<file path="config.mk">
export PLATFORM = sky130hd
export DESIGN_NAME = seq_detect_datapath_flat
export DESIGN_NICKNAME = d
export VERILOG_FILES = /design/src/rtl/seq_detect_datapath_pkg.sv /design/src/rtl/seq_detect_datapath_if.sv /design/src/rtl/seq_detect_datapath_down_counter.sv /design/src/rtl/seq_detect_datapath.sv /design/src/flat_wrapper.sv
export SDC_FILE = /design/constraint.sdc
export NUM_CORES = 1
export LEC_CHECK = 0
export CORE_MARGIN = 8
export CORE_UTILIZATION = 35
export CTS_BUF_LIST = sky130_fd_sc_hd__clkbuf_4 sky130_fd_sc_hd__clkbuf_8 sky130_fd_sc_hd__clkbuf_16
export DETAILED_ROUTE_END_ITERATION = 6
export HOLD_SLACK_MARGIN = 0.1
export PLACE_DENSITY = 0.64
export RECOVER_POWER = 50
export REMOVE_ABC_BUFFERS = 1
export SLEW_MARGIN = 20
export SYNTH_ARGS = -nofsm -noshare
export SYNTH_HDL_FRONTEND = slang
export SYNTH_SLANG_ARGS = --single-unit
export TNS_END_PERCENT = 20
</file>
<file path="constraint.sdc">
create_clock -name clk -period 1.8 [get_ports clk]
set_input_delay 0.36 -clock clk [delete_from_list [all_inputs] [get_ports clk]]
set_output_delay 0.36 -clock clk [all_outputs]
set_load 0.01 [all_outputs]
</file>
<file path="src/rtl/seq_detect_datapath_pkg.sv">
// Shared constants for the sequence-detect datapath and its controller.
package seq_detect_datapath_pkg;

  localparam int                PAT_W    = 4;
  localparam logic [PAT_W-1:0]  PATTERN  = 4'b1101;
  localparam int                DATA_W   = 8;
  localparam int                CNT_W    = 3;
  localparam logic [CNT_W-1:0]  CNT_LAST = 3'd7;

endpackage

</file>
<file path="src/rtl/seq_detect_datapath_if.sv">
// Control/status bundle between the sequencing controller and the datapath.
interface seq_detect_datapath_if #(
  parameter int DATA_W = seq_detect_datapath_pkg::DATA_W
);

  logic              ser_in;
  logic              en_det;
  logic              set_8;
  logic              en_cnt_8;
  logic              ld_down;
  logic              en_downcnt;
  logic              out_det;
  logic              out_cnt_8;
  logic              out_downcnt;
  logic [DATA_W-1:0] data_out;
  logic [DATA_W-1:0] down_val;

  // Controller side: drives the serial stream and enables, observes status.
  modport master (
    output ser_in, en_det, set_8, en_cnt_8, ld_down, en_downcnt,
    input  out_det, out_cnt_8, out_downcnt, data_out, down_val
  );

  // Datapath side.
  modport slave (
    input  ser_in, en_det, set_8, en_cnt_8, ld_down, en_downcnt,
    output out_det, out_cnt_8, out_downcnt, data_out, down_val
  );

endinterface

</file>
<file path="src/rtl/seq_detect_datapath_down_counter.sv">
// Loadable down counter: load beats decrement, and it parks at zero.
module down_counter #(
  parameter int DATA_W = 8
) (
  input  logic              clk,
  input  logic              rst,
  input  logic              ld,
  input  logic              en,
  input  logic [DATA_W-1:0] din,
  output logic [DATA_W-1:0] cnt,
  output logic              zero
);

  // Load takes priority; decrement only while nonzero so there is no wrap.
  always_ff @(posedge clk) begin
    if (rst) begin
      cnt <= '0;
    end else if (ld) begin
      cnt <= din;
    end else if (en && (cnt != '0)) begin
      cnt <= cnt - DATA_W'(1);
    end
  end

  assign zero = (cnt == '0);

endmodule

</file>
<file path="src/rtl/seq_detect_datapath.sv">
// Datapath for the sequence-detect / up-count / down-count controller:
// pattern shifter, 8-bit serial capture, and a loadable down counter.
module seq_detect_datapath #(
  parameter int               PAT_W   = seq_detect_datapath_pkg::PAT_W,
  parameter logic [PAT_W-1:0] PATTERN = seq_detect_datapath_pkg::PATTERN,
  parameter int               DATA_W  = seq_detect_datapath_pkg::DATA_W
) (
  input  logic                  clk,
  input  logic                  rst,
  seq_detect_datapath_if.slave  bus
);

  import seq_detect_datapath_pkg::*;

  // fill counts valid bits in the shifter so stale zeros never look like a match.
  localparam logic [2:0] FILL_FULL = 3'(PAT_W);

  logic [PAT_W-1:0]  pat_sr;
  logic [2:0]        fill;
  logic [CNT_W-1:0]  cnt;
  logic [DATA_W-1:0] data_sr;
  logic [DATA_W-1:0] down_cnt;
  logic              down_zero;

  // Pattern shifter; matches may overlap, so a hit never clears it.
  always_ff @(posedge clk) begin
    if (rst || bus.set_8) begin
      pat_sr <= '0;
      fill   <= '0;
    end else if (bus.en_det) begin
      pat_sr <= {pat_sr[PAT_W-2:0], bus.ser_in};
      if (fill != FILL_FULL) begin
        fill <= fill + 3'd1;
      end
    end
  end

  // MSB-first byte capture with a wrapping bit counter.
  always_ff @(posedge clk) begin
    if (rst || bus.set_8) begin
      data_sr <= '0;
      cnt     <= '0;
    end else if (bus.en_cnt_8) begin
      data_sr <= {data_sr[DATA_W-2:0], bus.ser_in};
      cnt     <= cnt + CNT_W'(1);
    end
  end

  down_counter #(
    .DATA_W (DATA_W)
  ) u_down_counter (
    .clk  (clk),
    .rst  (rst),
    .ld   (bus.ld_down),
    .en   (bus.en_downcnt),
    .din  (data_sr),
    .cnt  (down_cnt),
    .zero (down_zero)
  );

  assign bus.out_det     = (fill == FILL_FULL) && (pat_sr == PATTERN);
  assign bus.out_cnt_8   = (cnt == CNT_LAST);
  assign bus.out_downcnt = down_zero;
  assign bus.data_out    = data_sr;
  assign bus.down_val    = down_cnt;

endmodule

</file>
<file path="src/flat_wrapper.sv">
// flat-port wrapper written by rule: the top's interface ports become plain ports
module seq_detect_datapath_flat import seq_detect_datapath_pkg::*;
#(
  parameter int               PAT_W   = seq_detect_datapath_pkg::PAT_W,
  parameter logic [PAT_W-1:0] PATTERN = seq_detect_datapath_pkg::PATTERN,
  parameter int               DATA_W  = seq_detect_datapath_pkg::DATA_W
)
  (clk, rst, bus_ser_in, bus_en_det, bus_set_8, bus_en_cnt_8, bus_ld_down, bus_en_downcnt, bus_out_det, bus_out_cnt_8, bus_out_downcnt, bus_data_out, bus_down_val);
  seq_detect_datapath_if #(.DATA_W(DATA_W)) bus_i ();
  input  logic clk;
  input  logic rst;
  input wire logic [$bits(bus_i.ser_in)-1:0] bus_ser_in;
  input wire logic [$bits(bus_i.en_det)-1:0] bus_en_det;
  input wire logic [$bits(bus_i.set_8)-1:0] bus_set_8;
  input wire logic [$bits(bus_i.en_cnt_8)-1:0] bus_en_cnt_8;
  input wire logic [$bits(bus_i.ld_down)-1:0] bus_ld_down;
  input wire logic [$bits(bus_i.en_downcnt)-1:0] bus_en_downcnt;
  output wire logic [$bits(bus_i.out_det)-1:0] bus_out_det;
  output wire logic [$bits(bus_i.out_cnt_8)-1:0] bus_out_cnt_8;
  output wire logic [$bits(bus_i.out_downcnt)-1:0] bus_out_downcnt;
  output wire logic [$bits(bus_i.data_out)-1:0] bus_data_out;
  output wire logic [$bits(bus_i.down_val)-1:0] bus_down_val;
  assign bus_i.ser_in = bus_ser_in;
  assign bus_i.en_det = bus_en_det;
  assign bus_i.set_8 = bus_set_8;
  assign bus_i.en_cnt_8 = bus_en_cnt_8;
  assign bus_i.ld_down = bus_ld_down;
  assign bus_i.en_downcnt = bus_en_downcnt;
  assign bus_out_det = bus_i.out_det;
  assign bus_out_cnt_8 = bus_i.out_cnt_8;
  assign bus_out_downcnt = bus_i.out_downcnt;
  assign bus_data_out = bus_i.data_out;
  assign bus_down_val = bus_i.down_val;
  seq_detect_datapath #(.PAT_W(PAT_W), .PATTERN(PATTERN), .DATA_W(DATA_W)) u_core (.clk(clk), .rst(rst), .bus(bus_i));
endmodule
</file>
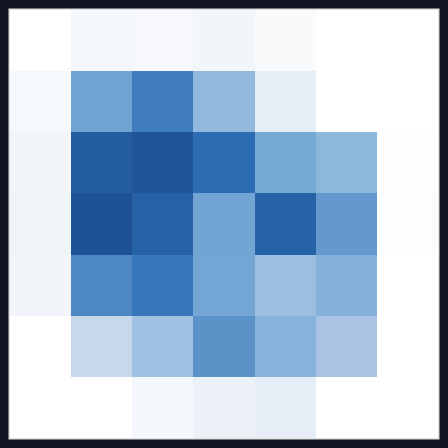
Figure 1: local utilization.
The die is cut into 7 by 7 equal tiles; white is low, dark blue is high, 0 to 100% covered.
mean over tiles: 29%
tiles over 75% full: 12%
emptiest ninth of the die: upper right
fullest tile: 86%
nearly empty tiles: 29%
densest ninth of the die: center
initial core utilization: 36.4%
placeable core area: 0.00334 mm2

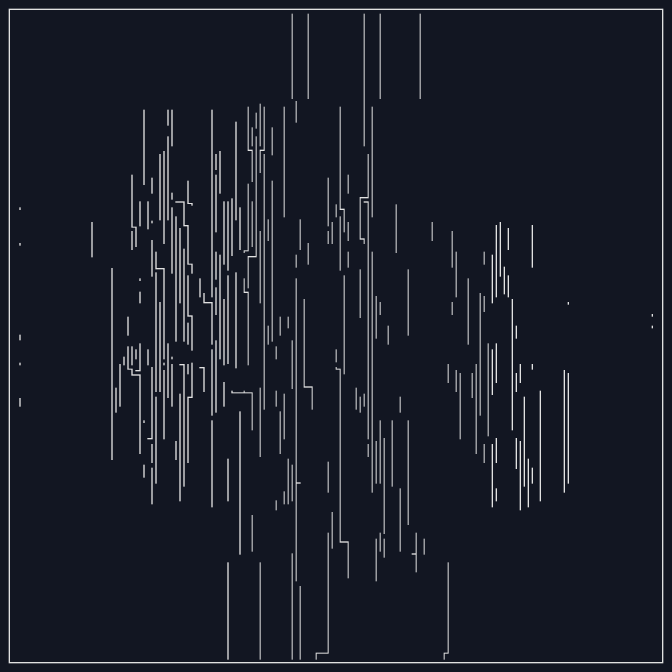
Figure 2: the metal 2 layer.
nets with wire on the layer: 156
share of all routed wire: 49%
longest straight run: 34.7 um
main direction: vertical
wire length on this layer: 1350 um

==> impl_metrics.tcl <==
# implementation run metrics
set metrics [dict create \
    ios 27 \
    yosysWarnings 0 \
    cts-root-buf "clkbuf_4" \
    grt.overflow.total 0 \
    dp_cells 211 \
    status "finished clean" \
    final-instance-count-excl-fill 215 \
    period_minus_slack_ns 1.74 \
    chipArea_mm2 0.00562 \
    port_buffers 26 \
    fmax_mhz 574 \
    flop_area_um2 529 \
    slowest_delay_ns 0.35 \
    synth.top_cell.area_share_pct 42.8 \
    setup_viol 0 \
    synthCells 131 \
    critPathTopFamily "flip-flops" \
    grt_pass1_wl_um 4910 \
    cp_data_required_time_ns 1.44 \
    yosys.area.top_type "dfxtp_1" \
    rsz0062_at_grt "yes" \
    synth.most_common_cell "dfxtp_1" \
    synth.top_cells.by_count "26 x dfxtp_1, 25 x nor2_1, 14 x mux2i_1" \
    vias 1040 \
    vias_per_cell 4.84 \
    peakVddDrop_mv 0.331 \
    final.setup.tns_ns 0 \
    power.total_mw 1.25 \
    slew_viol_final 0 \
    cts_tree "done" \
    ys_seq_share_pct 42.8 \
    worstPathCellList "inv_1 -> ha_1 -> nor3b_2 -> and2_2 -> clkbuf_2" \
    async_flop_share_pct 0 \
    cts_buffer_depth 2 \
    place_hpwl_um 2170 \
    numCtsBuffers 3 \
    crit_path_max_fanout 2 \
    synth.distinct_cells 30 \
]
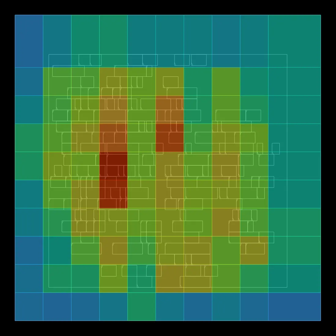
Figure 3: track usage over the die.
routed len/inst: 12.8 um
final core utilization: 50.1%
global-route met2 utilization: 18.9%
grt met1 use: 12.4%
Top Usage Layer GRT: met2

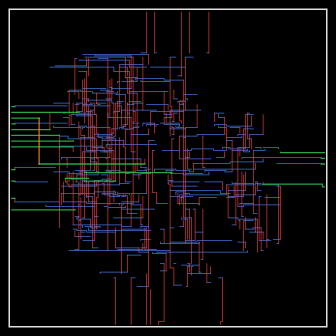
Figure 4: routed metal, one color a layer.
legend:
  M1:
    color: blue
    wire_length: 1220 um
  M3:
    color: green
    wire_length: 176 um
  M2:
    color: red
    wire_length: 1350 um
  M4:
    color: orange
    wire_length: 10.9 um

==> sequential cells by signal (all words and copies together), names as in the netlist <==
signal                     flops
u_core.cnt                     3
u_core.pat_sr                  4
u_core.fill                    3
u_core.bus.data_out            8
u_core.u_down_counter.cnt      8
==> worst min-delay path: cells and delay by family (launching register included) <==
family	cells	cell delay, ns
and+or+nand+nor	1	0.06
AOI/OAI and AO/OA	1	0.06
DFF	1	0.36
==> report_power, final <==
group / total [mW] / leakage [nW] / switching [mW] / internal [mW]
Clock: 0.395 / 0.0279 / 0.170 / 0.225
Combinational: 0.244 / 0.433 / 0.115 / 0.130
Sequential: 0.609 / 0.214 / 0.0143 / 0.594
Total: 1.25 / 0.675 / 0.299 / 0.949
==> path summary, 6_finish.rpt <==
| path | from | endpoint | slack (ns) | depth (start not counted) |
|---|---|---|---|---|
| setup / recovery | u_core.u_down_counter.cnt[0]$_SDFFE_PP0P_ | bus_out_downcnt | 0.06 | 5 |
| hold / removal | u_core.fill[1]$_SDFFE_PP0P_ | u_core.fill[1]$_SDFFE_PP0P_ | 0.50 | 2 |
| setup reg to reg | u_core.u_down_counter.cnt[0]$_SDFFE_PP0P_ | u_core.u_down_counter.cnt[0]$_SDFFE_PP0P_ | 0.14 | 8 |
| hold reg to reg | u_core.fill[1]$_SDFFE_PP0P_ | u_core.fill[1]$_SDFFE_PP0P_ | 0.50 | 2 |
==> routing by layer <==
metal | global-route usage, % | up-vias | wire, um | share of wire, %
met5 | 0 | - | 0 | 0
met4 | 2.83 | 0 | 10 | 0.36
met3 | 3.73 | 2 | 175 | 6.3
met2 | 18.9 | 23 | 1350 | 49
met1 | 12.4 | 485 | 1220 | 44
li1 | - | 530 | - | -
==> layout by cell type, fill, tap and decap left out, types with 2 or more instances in the layout <==
master	synthesis	final
nand4b_1	2	2
nand2_1	9	9
a211oi_1	4	4
nor2_1	25	25
dfxtp_1	26	19
buf_4	0	14
clkbuf_2	0	2
a21oi_1	7	7
dfxtp_2	0	7
inv_1	6	6
mux2i_1	14	14
xnor2_1	6	6
ha_1	6	6
nor3_1	2	2
clkdlybuf4s50_1	0	22
clkbuf_4	0	3
==> per-stage QoR <==
stage / setup WS, ns / area, um2 / hold slack (ns)
after floorplan: 0.105 / 1190 / 0.428
after global placement: -0.0115 / 1620 / 0.460
after detailed placement: -0.0278 / 1620 / 0.489
after CTS: -0.0651 / 1670 / 0.523
after global routing: -0.0200 / 1670 / 0.532
final: 0.0593 / 1670 / 0.499
==> cells by family after synthesis <==
| group | share of synthesized area [%] |
|---|---|
| buffers and inverters | 3.70 |
| DFF | 42.8 |
| adders and majority gates | 6.17 |
| AOI/OAI and AO/OA | 9.88 |
| muxes | 11.5 |
| xor gates and xnor gates | 5.04 |
| and+or+nand+nor | 20.9 |
==> what timing repair did <==
action	4_1_cts	5_1_grt
setup endpoints to repair	3	5
gates resized	7	8
hold buffers	0	0
==> layout make-up <==
type,instances,area share [%]
inverters,6,1.35
repair buffers,40,21.2
flip-flops and latches,26,31.7
clock inverters,1,1.80
well taps,46,3.44
clock buffers,3,1.35
multi-input cells,93,39.2
Power and IR drop assume default switching activity.
